Fig. 1: run 1, register map, names as in the netlist
(3 px per um) Other cells in grey.
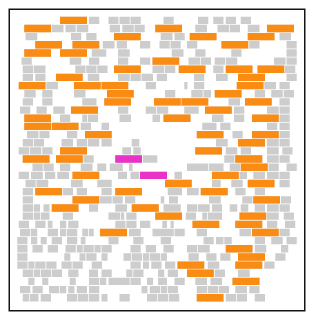
Fig. 2: run 1, routed clock nets over the placement
(4 px per um)
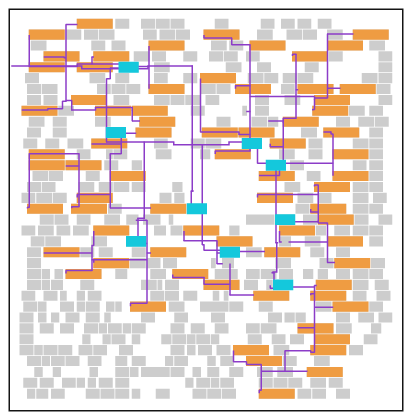
Fig. 3: run 1, the metal 3 layer
(3 px per um)
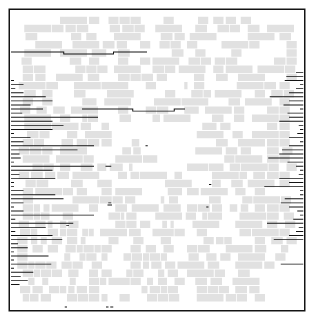
Fig. 4: run 1, routed metal, one colour a layer
(3 px per um)
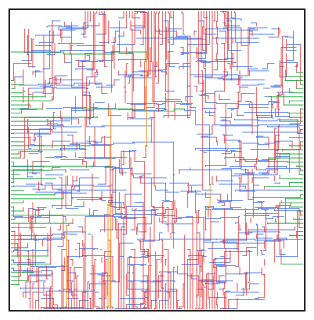
**config.mk**
```make
export PLATFORM = sky130hd
export DESIGN_NAME = cpu_obi_slice
export DESIGN_NICKNAME = d
export VERILOG_FILES = /design/src/rtl/core_v_mini_mcu_pkg.sv /design/src/rtl/obi_pkg.sv /design/src/rtl/cpu_obi_slice.sv
export SDC_FILE = /design/constraint.sdc
export NUM_CORES = 1
export LEC_CHECK = 0
export CAP_MARGIN = 20
export CORE_AREA = 2 2 96 98
export DETAILED_ROUTE_END_ITERATION = 16
export DIE_AREA = 0 0 98 100
export PLACE_DENSITY_LB_ADDON = 0.1
export SYNTH_ARGS = -nofsm -noshare
export SYNTH_HDL_FRONTEND = slang
export SYNTH_SLANG_ARGS = --single-unit
export TNS_END_PERCENT = 10
```
**constraint.sdc**
```tcl
create_clock -name clk_i -period 1.9 [get_ports clk_i]
set_input_delay 0.19 -clock clk_i [delete_from_list [all_inputs] [get_ports clk_i]]
set_output_delay 0.19 -clock clk_i [all_outputs]
set_load 0.02 [all_outputs]
```
**src/rtl/core_v_mini_mcu_pkg.sv**
```systemverilog
// ============================================================================
// Module      : core_v_mini_mcu_pkg
// Description : MCU-level constants used by the CPU-side bus blocks.
// Revision    : 1.0 - initial release
// ============================================================================
`default_nettype none

package core_v_mini_mcu_pkg;

    // Granted-but-unanswered core transactions the CPU OBI slice may hold.
    localparam int unsigned OBI_SLICE_MAX_OUTSTANDING = 2;

endpackage

`default_nettype wire

```
**src/rtl/obi_pkg.sv**
```systemverilog
// ============================================================================
// Module      : obi_pkg
// Description : OBI request/response structures shared by bus-side blocks.
// Revision    : 1.0 - initial release
// ============================================================================
`default_nettype none

package obi_pkg;

    typedef struct packed {
        logic        req;
        logic        we;
        logic [3:0]  be;
        logic [31:0] addr;
        logic [31:0] wdata;
    } obi_req_t;

    typedef struct packed {
        logic        gnt;
        logic        rvalid;
        logic [31:0] rdata;
    } obi_resp_t;

endpackage

`default_nettype wire

```
**src/rtl/cpu_obi_slice.sv**
```systemverilog
// ============================================================================
// Module      : cpu_obi_slice
// Description : One-entry registered OBI request slice between the CPU data
//               port and the bus, with an outstanding-transaction limiter.
//               Define CPU_OBI_SLICE_RESP_REG_EN to register the response path.
// Revision    : 1.0 - initial release
// ============================================================================
`default_nettype none

module cpu_obi_slice
    import obi_pkg::*;
#(
    parameter int unsigned MAX_OUTSTANDING = core_v_mini_mcu_pkg::OBI_SLICE_MAX_OUTSTANDING
) (
    input  logic      clk_i,
    input  logic      rst_ni,
    input  obi_req_t  core_req_i,
    output obi_resp_t core_resp_o,
    output obi_req_t  bus_req_o,
    input  obi_resp_t bus_resp_i
);

    localparam int unsigned      CNT_W   = $clog2(MAX_OUTSTANDING + 1);
    localparam logic [CNT_W-1:0] CNT_MAX = CNT_W'(MAX_OUTSTANDING);

    obi_req_t         slot;
    logic [CNT_W-1:0] count;
    logic             grant;
    logic             resp_valid;
    logic [31:0]      resp_data;
    logic             core_rvalid;

    // The slot may be refilled in the same cycle the bus takes its current entry.
    assign grant = rst_ni && core_req_i.req && (count < CNT_MAX)
                   && (!slot.req || bus_resp_i.gnt);

    // slot.req doubles as the slot valid bit and drives bus_req_o.req directly.
    always_ff @(posedge clk_i or negedge rst_ni) begin
        if (!rst_ni) begin
            slot <= '0;
        end else if (grant) begin
            slot <= core_req_i;
        end else if (bus_resp_i.gnt) begin
            slot.req <= 1'b0;
        end
    end

`ifdef CPU_OBI_SLICE_RESP_REG_EN
    logic        resp_valid_q;
    logic [31:0] resp_data_q;

    always_ff @(posedge clk_i or negedge rst_ni) begin
        if (!rst_ni) begin
            resp_valid_q <= 1'b0;
            resp_data_q  <= '0;
        end else begin
            resp_valid_q <= bus_resp_i.rvalid;
            resp_data_q  <= bus_resp_i.rdata;
        end
    end

    assign resp_valid = resp_valid_q;
    assign resp_data  = resp_data_q;
`else
    assign resp_valid = bus_resp_i.rvalid;
    assign resp_data  = bus_resp_i.rdata;
`endif

    // With nothing outstanding a response can only be a leftover from before reset.
    assign core_rvalid = rst_ni && resp_valid && (count != '0);

    always_ff @(posedge clk_i or negedge rst_ni) begin
        if (!rst_ni) begin
            count <= '0;
        end else if (grant && !core_rvalid) begin
            count <= count + CNT_W'(1);
        end else if (!grant && core_rvalid) begin
            count <= count - CNT_W'(1);
        end
    end

    always_comb begin
        core_resp_o        = '0;
        core_resp_o.gnt    = grant;
        core_resp_o.rvalid = core_rvalid;
        core_resp_o.rdata  = core_rvalid ? resp_data : '0;
    end

    assign bus_req_o = slot;

endmodule

`default_nettype wire

```
==> notes.md, run 1 <==
run metrics: max reg flops=70, synthesis-to-layout area growth=80.5%, Flops=72, top cells by count=72 x dfrtp_1, 64 x mux2_2, 32 x and2_1, Logic area=1070 um2, Core ar.=8890 um2, Num CTS Buffers=9, Synth Area in Compound Gates=1.05%, status=finished, final reports clean, total power=7.86 mW, CP startpoint kind=register, # Max-Cap Violations=0, routability cong.=0.748, vias per inst=4.41, top power group=combinational cells, register share after synthesis=60.3%, post-layout period usage=97.4%, # IOs=210, fillers=761, Hold Slack=0.0149 ns, tally of OpenROAD warnings=27, First DRT Iteration DRCs=26, Fmax=0.540 GHz, Top cell excl fill/tap=clkdlybuf4s50_1, Largest cell class=non-clock buffers, RSZ-0062 raised after global routing=true, clock buf count=10, Yosys cell types=16, dpl cells=517, Syn Area/Cell=15.2 um2, Max Slew Vio Count=0, nonclk buf count=223, P_clk=1.08 mW, area share of and/or/nand/nor cells after synthesis=7.49%, worst-margin pin slew=0.645 ns, non-clk buf share=40.8%, fa+ha+maj area frac=0.419%, metal3 WL=723 um, total congestion overflow=0, Buffers on Ports=209, CP Data Required Time=1.71 ns, async set or reset register ratio after synthesis=100%, first-pass GRT wire length=12500 um, fraction of layout cells with a size suffix above 1=23.1%, Core Util, Final=60.7%, critical path endpoint category=output pin, Synth Net Count=304, Logic Gate Count=110, area fraction in xor and xnor cells=0.879%, WL per Instance=15.1 um
## Picture notes: Fig. 1
Magenta is count, sequential cells 2. Orange is bus_req_o, sequential cells 70, where spread over the die.

## Picture notes: Fig. 2
Purple is clock wires, length 944 um. Orange is flip-flops, count 72. Cyan is cells driving clock nets, count 9.
Position of the flops: spread over the die.

## Picture notes: Fig. 3
The longest straight run is 28.8 um. 99 nets have wire on it. The layer carries 724 um of wire. The layer holds 9.0% of the routed length.

## Picture notes: Fig. 4
Blue is met1, wire length 3170 um. Orange is met4, wire length 155 um. Red is met2, wire length 4020 um. Green is met3, wire length 724 um.

==> run 1 -> run 2 <==
--- a/config.mk
+++ b/config.mk
@@ -10,6 +10,7 @@
 export DETAILED_ROUTE_END_ITERATION = 16
 export DIE_AREA = 0 0 98 100
 export PLACE_DENSITY_LB_ADDON = 0.1
+export SLEW_MARGIN = 0
 export SYNTH_ARGS = -nofsm -noshare
 export SYNTH_HDL_FRONTEND = slang
 export SYNTH_SLANG_ARGS = --single-unit
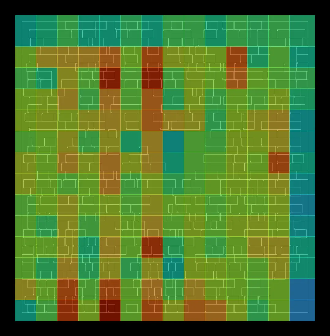
Fig. 5. Routing congestion (run 2).
M1 GR Usage: 19.1%
Core Util, Final: 60.7%
WL per Instance: 15.1 um

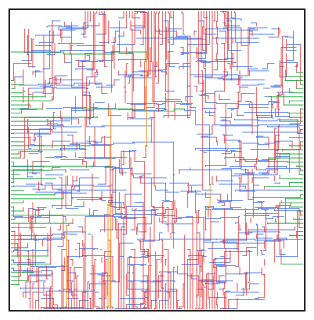
Fig. 6. Routed metal, one colour a layer (run 2).
(3 px per um)
Red is met2, wire length 4020 um. Orange is met4, wire length 155 um. Green is met3, wire length 724 um. Blue is met1, wire length 3170 um.

==> notes.md, run 2 <==
run metrics: critical path endpoint category=output pin (unchanged), Yosys Instances=197 (unchanged), # diodes=0 (unchanged), CP startpoint kind=register (unchanged), Flops=72 (unchanged), critical path arrival=1.66 ns (about the same), Logic area=1070 um2 (unchanged), Hold Slack=0.0149 ns (unchanged), CP Launch Point=count[1] (unchanged), Largest cell class=non-clock buffers (unchanged), area share of and/or/nand/nor cells after synthesis=7.49% (unchanged), area share, top type=60.3% (unchanged), area fraction in xor and xnor cells=0.879% (unchanged), tally of OpenROAD warnings=27 (unchanged), Internal=5.05 mW (unchanged), crit path to=core_resp_o[31] (unchanged), mapped cell area=2990 um2 (unchanged), ys flops=72 (unchanged), fin crit period=1.85 ns (unchanged), sequential share of power=34.1% (about the same), most numerous logic cells after layout=174 x clkdlybuf4s50_1, 72 x dfrtp_1, 64 x mux2_2, 32 x and2_1, 26 x clkdlybuf4s15_1 (unchanged), nonclk buf count=223 (unchanged), clock buf count=10 (unchanged), Max Slew Vio Count=0 (unchanged), async set or reset register ratio after synthesis=100% (unchanged), site row count=35 (unchanged), routability cong.=0.748 (unchanged), CP Data Required Time=1.71 ns (about the same), Dominant flop cell=dfrtp_1 (unchanged), Buffers on Ports=209 (unchanged), register share after synthesis=60.3% (unchanged), # Max-Cap Violations=0 (unchanged), fa+ha+maj area frac=0.419% (unchanged), First DRT Iteration DRCs=26 (unchanged), metal3 WL=723 um (unchanged), worst-margin pin slew=0.645 ns (unchanged), # IOs=210 (unchanged), H-tree depth=3 (unchanged), Num CTS Buffers=9 (unchanged), Core ar.=8890 um2 (unchanged), Worst path slowest cell=dfrtp_1 (unchanged), CP cell instances=o211a_1 -> buf_12 -> and2_1 -> dlygate4sd2_1 (unchanged), Syn Area/Cell=15.2 um2 (unchanged), synthesis-to-layout area growth=80.5% (unchanged), fillers=761 (unchanged), total congestion overflow=0 (unchanged), Synth Area in Compound Gates=1.05% (unchanged), max reg flops=70 (unchanged), register area=1800 um2 (unchanged), Synth Net Count=304 (unchanged), first-pass GRT wire length=12500 um (unchanged), P_clk=1.08 mW (about the same), TritonCTS clock tree=yes (unchanged), RSZ-0062 raised after global routing=true (unchanged), total power=7.86 mW (unchanged), Top cell excl fill/tap=clkdlybuf4s50_1 (unchanged), status=finished, final reports clean (unchanged), Fmax=0.540 GHz (unchanged), Yosys cell types=16 (unchanged), Logic Gate Count=110 (unchanged), Max Used Layer=met4 (unchanged), die width=98 um (unchanged), post-layout period usage=97.4% (unchanged), fraction of layout cells with a size suffix above 1=23.1% (unchanged), flop2flop setup slack=0.18 ns (about the same)
No activity file was given, so power comes from the tool's default toggle rates.
